Design cla_pipe_addsub_flat, sky130hd; sources not shown.
closeup.png
Window x 63 to 93, y 11 to 41 um. Cells in gray, sequential cells in the stronger gray; small squares are vias.
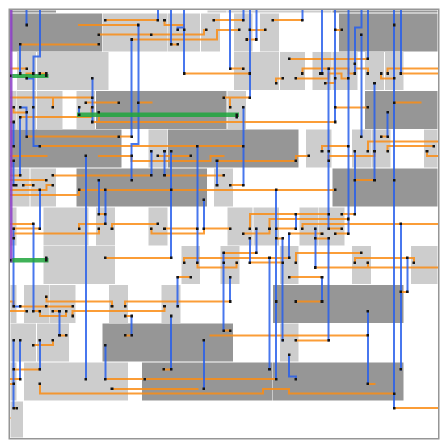
layer	color
M3	green
M4	purple
M2	blue
M1	orange
cells with their middle in the window	59
sequential cells in the window	12
most frequent	nand2_1 (21), dfrtp_1 (12), nand3_1 (9)

ff_map.png
The bar under the picture is 20 um long. Other sequential cells in the stronger gray, the rest of the logic in the fainter gray.
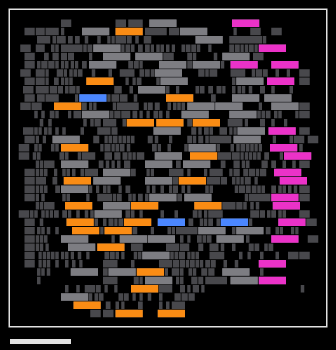
signal	color	placed flops
u_core/g_stage.cy_q	blue	3
u_core/bus.out_sum	magenta	16
u_core/g_stage.g_body.skew_a_q	orange	24
post-layout util: 0.602
FF/Latch Area: 2430 sq um
P_seq: 2.29 mW

sizing.png
The bar under the picture is 20 um long.
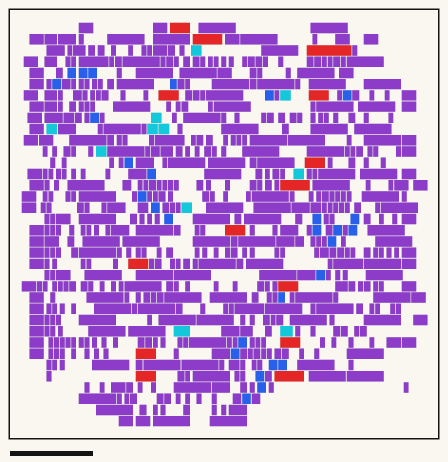
size	color	cells
x6 and larger	red	14
x2	blue	28
x3 and x4	cyan	11
x1 and smaller	purple	632
area growth from synthesis to layout: 17.5%
Non-clock buffers: 66

clock_nets.png
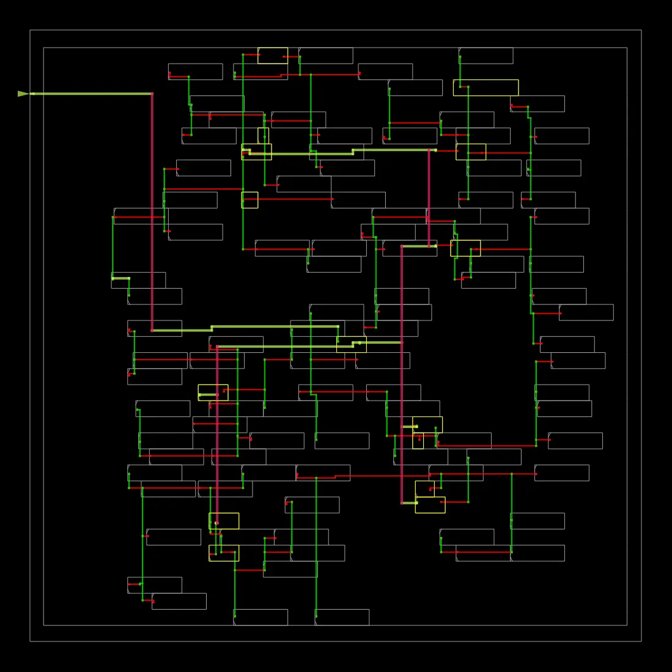
Insertion Delay late pin: 360 ps
seq_cells: 97
cts bufs inserted: 9
CTS sink count: 97

==> flow_metrics.tcl <==
# implementation run metrics
set metrics [dict create \
    pre_cts_ws_ps 307 \
    violations "max-capacitance violations, max-slew violations" \
    netlist_area_sq_um 4960 \
    crit_family "buffers and inverters" \
    top_layer "met4" \
    grt_setup_unrepaired "false" \
    comb_area_share 0.376 \
    hpwl_um 6660 \
    n_all_inverters 50 \
    final_max_slew_viol_count 39 \
    comb_cells 457 \
    vias 3932 \
    cp_num_buf_inv 1 \
    ant_nets 0 \
    layout-drive-gt1-share 0.0774 \
    cts_buffer_depth 2 \
    remaining_drc_errors 0 \
    switching_power_mw 2.42 \
    yosys_warnings 6 \
    comb-power_mw 2.52 \
    cap_violations 1 \
    overflow 0 \
    clk_share 0.0332 \
    whs_path_depth 2 \
    final_cell_mix "282 x nand2_1, 97 x dfrtp_1, 93 x nand3_1" \
    r2r_slack_ps 1160 \
    ctsHoldBuffers 0 \
    cts_resized 0 \
    pwr-share-comb 0.444 \
    place.gp.congestion 0.822 \
    cts_tree "done" \
    post_cts_buffers 0 \
    seq_share 0.416 \
    p_clk_frac 0.153 \
    root_buffer "clkbuf_8" \
    setup_viol 0 \
    use_met3 0.0359 \
    n_antenna_cell 0 \
    tightest_slew_ps 2150 \
    ir_worst_vdd_uv 353 \
    syn_inst 634 \
    p_seq_frac 0.403 \
    hp-class "reg -> reg" \
    vias_per_cell 4.81 \
    tool_warnings 26 \
    std_cell_rows 36 \
    min_period_ps 2370 \
    die_h_um 104 \
    buffer_area_frac 0.114 \
    setup_ws_ps 527 \
    p_int_mw 3.26 \
    cp-end-kind "output port" \
    synth.net_count 691 \
    hold_ws_ps 374 \
    antenna_found_initial 0 \
    track_usage 0.181 \
    cp_data_required_time_ps 2220 \
    dr_wl_met3_um 302 \
    start_kind "register" \
    outcome "finished, violations left" \
    grt_util_met1 0.231 \
    fillCellCount 888 \
    syn_avg_cell_area_sq_um 7.83 \
    initCoreUtil 0.513 \
    layoutNonFillerInstCount 818 \
    port_buffers 56 \
    slew_headroom -0.430 \
    p_total_mw 5.67 \
]
No activity file was given, so power comes from the tool's default toggle rates.
